## src/rtl/trans_pkg.sv

```systemverilog
// Shared definitions for the transaction-layer traffic generator: state codes,
// data-mode encodings, default parameters and LFSR tap selection.
package trans_pkg;

  localparam int unsigned STATE_W = 3;

  localparam logic [STATE_W-1:0] ST_IDLE  = 3'd0;
  localparam logic [STATE_W-1:0] ST_CFG   = 3'd1;
  localparam logic [STATE_W-1:0] ST_INIT  = 3'd2;
  localparam logic [STATE_W-1:0] ST_WAIT  = 3'd3;
  localparam logic [STATE_W-1:0] ST_PUSH  = 3'd4;
  localparam logic [STATE_W-1:0] ST_DRAIN = 3'd5;
  localparam logic [STATE_W-1:0] ST_DONE  = 3'd6;

  localparam logic [1:0] MODE_INC     = 2'b00;
  localparam logic [1:0] MODE_CONST   = 2'b01;
  localparam logic [1:0] MODE_LFSR    = 2'b10;
  localparam logic [1:0] MODE_INC_ALT = 2'b11;

  localparam int unsigned DATA_W_DEF       = 6;
  localparam int unsigned NUM_CH_DEF       = 2;
  localparam int unsigned BURST_MAX_DEF    = 16;
  localparam int unsigned DRAIN_CYCLES_DEF = 11;

  localparam logic [7:0] UMF_DEF_VAL = 8'h30;
  localparam logic [7:0] UVC_DEF_VAL = 8'hE0;
  localparam logic [7:0] UD_DEF_VAL  = 8'h30;

  // Maximal-length Fibonacci tap mask (bit i-1 set for tap x^i).
  function automatic logic [31:0] lfsr_taps(input int unsigned w);
    case (w)
      3:       return 32'h0000_0006;
      4:       return 32'h0000_000C;
      5:       return 32'h0000_0014;
      6:       return 32'h0000_0030;
      7:       return 32'h0000_0060;
      8:       return 32'h0000_00B8;
      9:       return 32'h0000_0110;
      10:      return 32'h0000_0240;
      11:      return 32'h0000_0500;
      12:      return 32'h0000_0E08;
      13:      return 32'h0000_1C80;
      14:      return 32'h0000_3802;
      15:      return 32'h0000_6000;
      16:      return 32'h0000_D008;
      default: return 32'h0000_0003;
    endcase
  endfunction

endpackage

```

## src/rtl/tg_lfsr.sv

```systemverilog
// Next-value logic for a Fibonacci LFSR; a zero seed is replaced by 1 so the
// register can never lock up in the all-zero state.
module tg_lfsr
  import trans_pkg::*;
#(
  parameter int unsigned DATA_W = DATA_W_DEF
) (
  input  logic              load,
  input  logic [DATA_W-1:0] seed,
  input  logic              step,
  input  logic [DATA_W-1:0] cur,
  output logic [DATA_W-1:0] nxt_c
);

  localparam logic [DATA_W-1:0] TAPS = DATA_W'(lfsr_taps(DATA_W));

  logic fb;

  always_comb begin
    fb    = ^(cur & TAPS);
    nxt_c = cur;
    if (load) begin
      nxt_c = (seed == '0) ? DATA_W'(1) : seed;
    end else if (step) begin
      nxt_c = {cur[DATA_W-2:0], fb};
    end
  end

endmodule

```

## src/rtl/trans_traffic_gen.sv

```systemverilog
// Programmable reset/config/init/push/drain sequencer for the transaction layer.
// Define TG_ERR_ABORT_EN to cut a sequence short on error_in during PUSH/DRAIN.
module trans_traffic_gen
  import trans_pkg::*;
#(
  parameter int unsigned DATA_W       = DATA_W_DEF,
  parameter int unsigned NUM_CH       = NUM_CH_DEF,
  parameter int unsigned BURST_MAX    = BURST_MAX_DEF,
  parameter int unsigned DRAIN_CYCLES = DRAIN_CYCLES_DEF,
  parameter logic [7:0]  UMF_DEF      = UMF_DEF_VAL,
  parameter logic [7:0]  UVC_DEF      = UVC_DEF_VAL,
  parameter logic [7:0]  UD_DEF       = UD_DEF_VAL
) (
  input  logic                             clk,
  input  logic                             reset,
  input  logic                             start,
  input  logic [1:0]                       mode,
  input  logic [DATA_W-1:0]                seed,
  input  logic [$clog2(BURST_MAX+1)-1:0]   burst_len,
  input  logic [NUM_CH-1:0]                pop_mask,
  input  logic                             idle_in,
  input  logic                             error_in,
  output logic                             init,
  output logic [7:0]                       UMF,
  output logic [7:0]                       UVC,
  output logic [7:0]                       UD,
  output logic                             push_main,
  output logic [DATA_W-1:0]                data_in,
  output logic [NUM_CH-1:0]                pop,
  output logic                             busy,
  output logic                             done,
  output logic                             err_seen,
  output logic [15:0]                      push_count
);

  localparam int unsigned BL_W  = $clog2(BURST_MAX + 1);
  localparam int unsigned DR_W  = $clog2(DRAIN_CYCLES + 1);
  localparam int unsigned CNT_W = (BL_W > DR_W) ? BL_W : DR_W;

  logic [STATE_W-1:0] state, state_nxt;
  logic [CNT_W-1:0]   cnt, cnt_nxt;
  logic [1:0]         mode_q, mode_nxt;
  logic [DATA_W-1:0]  seed_q, seed_nxt;
  logic [BL_W-1:0]    blen_q, blen_nxt;
  logic [NUM_CH-1:0]  mask_q, mask_nxt;

  logic               init_nxt, push_nxt, busy_nxt, done_nxt, err_nxt;
  logic [7:0]         umf_nxt, uvc_nxt, ud_nxt;
  logic [DATA_W-1:0]  data_nxt;
  logic [NUM_CH-1:0]  pop_nxt;
  logic [15:0]        pcount_nxt;
  logic [DATA_W-1:0]  lfsr_nxt_c;

  // Loads the (guarded) seed on PUSH entry, steps on every further PUSH cycle.
  tg_lfsr #(.DATA_W(DATA_W)) u_lfsr (
    .load  (state != ST_PUSH),
    .seed  (seed_q),
    .step  (state == ST_PUSH),
    .cur   (data_in),
    .nxt_c (lfsr_nxt_c)
  );

  // Next-state and next-output decode; outputs are registered from state_nxt
  // so they line up with the state they belong to.
  always_comb begin
    state_nxt  = state;
    cnt_nxt    = cnt;
    mode_nxt   = mode_q;
    seed_nxt   = seed_q;
    blen_nxt   = blen_q;
    mask_nxt   = mask_q;
    init_nxt   = 1'b0;
    push_nxt   = 1'b0;
    done_nxt   = 1'b0;
    pop_nxt    = '0;
    umf_nxt    = UMF;
    uvc_nxt    = UVC;
    ud_nxt     = UD;
    data_nxt   = data_in;
    pcount_nxt = push_count;
    err_nxt    = err_seen | (error_in & (state != ST_IDLE));

    case (state)
      ST_IDLE: begin
        if (start) begin
          state_nxt  = ST_CFG;
          mode_nxt   = mode;
          seed_nxt   = seed;
          mask_nxt   = pop_mask;
          blen_nxt   = (burst_len > BL_W'(BURST_MAX)) ? BL_W'(BURST_MAX) : burst_len;
          err_nxt    = 1'b0;
          pcount_nxt = '0;
        end
      end
      ST_CFG:  state_nxt = ST_INIT;
      ST_INIT: begin
        state_nxt = ST_WAIT;
        cnt_nxt   = '0;
      end
      ST_WAIT: begin
        cnt_nxt = CNT_W'(1);
        if ((cnt != '0) && idle_in) begin
          if (blen_q != '0) begin
            state_nxt = ST_PUSH;
            cnt_nxt   = CNT_W'(blen_q - BL_W'(1));
          end else begin
            state_nxt = ST_DRAIN;
            cnt_nxt   = CNT_W'(DRAIN_CYCLES - 1);
          end
        end
      end
      ST_PUSH: begin
        if (cnt == '0) begin
          state_nxt = ST_DRAIN;
          cnt_nxt   = CNT_W'(DRAIN_CYCLES - 1);
        end else begin
          cnt_nxt = cnt - CNT_W'(1);
        end
      end
      ST_DRAIN: begin
        if (cnt == '0) begin
          state_nxt = ST_DONE;
        end else begin
          cnt_nxt = cnt - CNT_W'(1);
        end
      end
      ST_DONE: state_nxt = ST_IDLE;
      default: state_nxt = ST_IDLE;
    endcase

`ifdef TG_ERR_ABORT_EN
    if (error_in && ((state == ST_PUSH) || (state == ST_DRAIN))) begin
      state_nxt = ST_DONE;
    end
`endif

    case (state_nxt)
      ST_CFG: begin
        umf_nxt = UMF_DEF;
        uvc_nxt = UVC_DEF;
        ud_nxt  = UD_DEF;
      end
      ST_INIT: init_nxt = 1'b1;
      ST_PUSH: begin
        push_nxt   = 1'b1;
        pop_nxt    = mask_q;
        pcount_nxt = push_count + 16'd1;
        if (state != ST_PUSH) begin
          data_nxt = (mode_q == MODE_LFSR) ? lfsr_nxt_c : seed_q;
        end else begin
          case (mode_q)
            MODE_INC, MODE_INC_ALT: data_nxt = data_in + DATA_W'(1);
            MODE_CONST:             data_nxt = data_in;
            MODE_LFSR:              data_nxt = lfsr_nxt_c;
            default:                data_nxt = data_in;
          endcase
        end
      end
      ST_DRAIN: pop_nxt  = mask_q;
      ST_DONE:  done_nxt = 1'b1;
      default:  ;
    endcase

    busy_nxt = (state_nxt != ST_IDLE);
  end

  // State, captured configuration and registered outputs.
  always_ff @(posedge clk or negedge reset) begin
    if (!reset) begin
      state      <= ST_IDLE;
      cnt        <= '0;
      mode_q     <= '0;
      seed_q     <= '0;
      blen_q     <= '0;
      mask_q     <= '0;
      init       <= 1'b0;
      UMF        <= '0;
      UVC        <= '0;
      UD         <= '0;
      push_main  <= 1'b0;
      data_in    <= '0;
      pop        <= '0;
      busy       <= 1'b0;
      done       <= 1'b0;
      err_seen   <= 1'b0;
      push_count <= '0;
    end else begin
      state      <= state_nxt;
      cnt        <= cnt_nxt;
      mode_q     <= mode_nxt;
      seed_q     <= seed_nxt;
      blen_q     <= blen_nxt;
      mask_q     <= mask_nxt;
      init       <= init_nxt;
      UMF        <= umf_nxt;
      UVC        <= uvc_nxt;
      UD         <= ud_nxt;
      push_main  <= push_nxt;
      data_in    <= data_nxt;
      pop        <= pop_nxt;
      busy       <= busy_nxt;
      done       <= done_nxt;
      err_seen   <= err_nxt;
      push_count <= pcount_nxt;
    end
  end

endmodule

```

## config.mk

```make
export PLATFORM = sky130hd
export DESIGN_NAME = trans_traffic_gen
export DESIGN_NICKNAME = d
export VERILOG_FILES = /design/src/rtl/trans_pkg.sv /design/src/rtl/tg_lfsr.sv /design/src/rtl/trans_traffic_gen.sv
export SDC_FILE = /design/constraint.sdc
export NUM_CORES = 1
export LEC_CHECK = 0
export ABC_AREA = 1
export CAP_MARGIN = 20
export CORE_AREA = 2 2 89 91
export CTS_BUF_LIST = sky130_fd_sc_hd__clkbuf_8
export DETAILED_ROUTE_END_ITERATION = 12
export DIE_AREA = 0 0 91 93
export GPL_ROUTABILITY_DRIVEN = 0
export HOLD_SLACK_MARGIN = 0.06
export PLACE_DENSITY = 0.78
export SLEW_MARGIN = 20
export SYNTH_ARGS = -nofsm -noshare
export SYNTH_HDL_FRONTEND = slang
export SYNTH_SLANG_ARGS = --single-unit
```

## constraint.sdc

```tcl
create_clock -name clk -period 2.1 [get_ports clk]
set_input_delay 0.315 -clock clk [delete_from_list [all_inputs] [get_ports clk]]
set_output_delay 0.315 -clock clk [all_outputs]
set_load 0.005 [all_outputs]
```

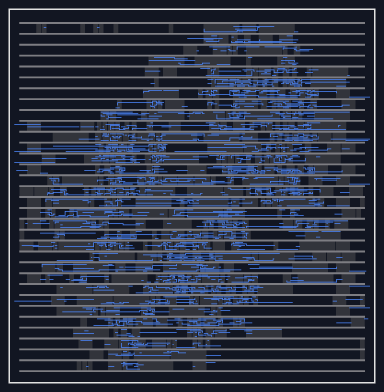
(images/layer_met1.png)
(4 px per um) Supply wires on this layer in gray. Cells faint in the background.
longest straight run	27.1 um
main direction	horizontal
wire length on this layer	3370 um
nets with wire on the layer	434
share of all routed wire	45%
DR vias: 2941
final WL: 7480 um
met1 usage: 0.225

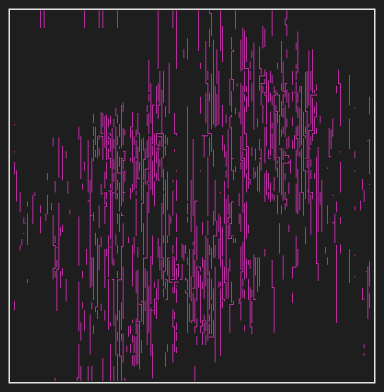
(images/layer_met2.png)
(4 px per um)
share of all routed wire	48%
longest straight run	26.9 um
wire length on this layer	3610 um
main direction	vertical
nets with wire on the layer	413
met2 usage: 0.303

==> reports/metrics.csv <==
metric,value,unit
clkLatencyLatePin,310,ps
cts_tree,built,
ir_drop,0.446,mV
post_route_cells_drive_above_1_share,0.0811,
mux_share,0,
p_int,2340,uW
syn_area,3170,um2
vias_per_cell,5.04,
setup_viol,0,
critPathRequiredTime,2360,ps
p_sw_frac,0.449,
ys.flops,53,
grt.busiest_layer,met2,
htreeDepth,2,
grt_pass1_wl,12300,um
clkPwrFrac,0.147,
cts_root_buffer,clkbuf_8,
crit_path_start_kind,register,
max_freq,523,MHz
worst_hold_path_type,register to register,
xor_share,0.0193,
dr.pass1.iters,4,
cts_resized,0,
slew_violations,0,
period_used_share,0.911,
status,"finished, final reports clean",
drc_errors,0,
ys.flop_type,dfrtp_1,
nFillCells,728,
cts.path.max_buffers,2,
ys_cells,422,
hold_violations,0,
path_class,register to register,
area_delta_synth_final,22.9,%
powerDensity,1090,nW/um2
grt_util_met3,0.0379,
clock_sinks,53,
ant_nets,0,
post_cts_buffers,0,
final_cells,583,
seq_power_share,0.372,
num_rows,32,
tns,0,ps
finalCriticalPeriod,1910,ps
port_buffers,55,
combPwrFrac,0.481,
first_global_vias,2781,
ys_seq_share,0.418,
ys_types,33,
grt_usage,0.177,
overflow,0,
antenna_found_initial,0,
clock_skew,7.08,ps
logic_family,simple AND/OR/NAND/NOR gates,
worst-slew-pin-transition,596,ps
drt_iter0_drc,160,
die-area,8460,um2
cap_violations,0,
fin_hold_ws,506,ps
fin_util,0.518,
grt_max_degree,30,
die_h,93,um
yosys.area_share.simple,0.339,
synth.avg_cell_area,7.52,um2
synthAoiAreaFrac,0.0737,
nets,506,
dp_cells,571,
design.portCount,73,
slew_headroom,0.603,
cellLeakagePower,0.00191,uW
antenna_cells,0,
yosysChipArea,3170,um2
adder_share,0.0237,
endpoint_kind,register,
cp.arrival,2170,ps
timing.final.ws_setup,188,ps
async_reset_ff_frac,1.00,
p_sw,1910,uW
clk_pin_slew,110,ps
ys.warnings.count,0,
dpl.hpwl,5370,um
die_w,91,um
edf_count,0,
log.warning_count,28,
==> path summary, 6_finish.rpt <==
kind	start	endpoint	slack, ps	depth (start not counted)
worst min-delay path	err_seen$_DFF_PN0_	err_seen$_DFF_PN0_	510	2
worst min register to register	err_seen$_DFF_PN0_	err_seen$_DFF_PN0_	510	2
min in group asynchronous	reset	mask_q[1]$_DFFE_PN0P_	530	2
max in group asynchronous	reset	push_count[15]$_DFFE_PN0P_	1010	3
worst max register to register	cnt[0]$_DFFE_PN0P_	data_in[0]$_DFFE_PN0P_	190	11
worst max-delay path	cnt[0]$_DFFE_PN0P_	data_in[0]$_DFFE_PN0P_	190	11
==> kinds of logic (layout without fill, tap and decap cells) <==
group           count (synthesis)  after routing
simple gates                  238            239
buf+inv                        76            118
flops                          53             53
compound gates                 41             41
xor+xnor                        7              7
fa+ha+maj                       6              6
other cells                     1             17
==> sequential cells by signal, summed over array words and instances (netlist names) <==
register    count
UMF             1
blen_q          5
busy            1
cnt             5
data_in         6
done            1
err_seen        1
init            1
mask_q          2
mode_q          2
pop             2
push_count     16
push_main       1
seed_q          6
state           3
==> metrics by stage <==
stage,total power [uW],cell area [um2]
after detailed placement,3510,3740
after floorplan,2900,3230
after global routing,4590,3900
after global placement,3450,3740
final,4250,3900
after CTS,4140,3840
==> Yosys cell counts, drive strengths merged, types with 6 or more instances <==
| cell | instances | area (um2) |
|---|---|---|
| ha | 6 | 75.1 |
| o21ai | 20 | 100 |
| inv | 45 | 169 |
| nor3 | 7 | 35.0 |
| nand4 | 9 | 56.3 |
| buf | 28 | 216 |
| nand3 | 59 | 310 |
| nor2 | 35 | 164 |
| nand2 | 126 | 498 |
| dfrtp | 53 | 1330 |
| a21oi | 8 | 40.0 |
==> power groups by stage <==
stage | Combinational (uW) | Sequential [uW] | Clock (uW)
global route | 2300 | 1630 | 672
global placement | 1860 | 1590 | 0
finish | 2040 | 1580 | 625
floorplan | 1360 | 1540 | 0
detailed placement | 1910 | 1600 | 0
CTS | 1920 | 1580 | 639
==> layout make-up <==
| type | instances | area, um2 | area share |
|---|---|---|---|
| multi-input combinational | 310 | 1540 | 0.394 |
| clock buffer | 5 | 68.8 | 0.0177 |
| clock inverter | 3 | 26.3 | 0.00674 |
| tap | 102 | 128 | 0.0327 |
| timing repair buffer | 64 | 641 | 0.164 |
| sequential | 53 | 1330 | 0.340 |
| inverter | 46 | 173 | 0.0443 |
==> layer usage <==
metal	routed length [um]	up-vias
li1	-	1451
met5	0	-
met1	3370	1382
met4	86	0
met2	3610	102
met3	408	6
==> worst max-delay path, cell delays in order, from the launching register on <==
cell and delay, ps:
dfrtp_1 360, inv_1 80, ha_1 210, inv_1 50, nor2_1 30, nand2_1 160, nand2_1 100, nand2_1 130
nand3_2 190, nor2_4 340, nand3_1 110, nand2_1 80
==> cell usage in the layout, fill, tap and decap left out, types with 7 or more instances in the layout <==
master	instances
clkdlybuf4s50_1	54
nand2_1	119
nor3_1	7
conb_1	17
nand3_1	55
a21oi_1	8
nor2_1	29
dfrtp_1	53
inv_1	44
nand4_1	9
o21ai_0	20
Power figures rest on the tool's default switching activity, not on a simulated workload.
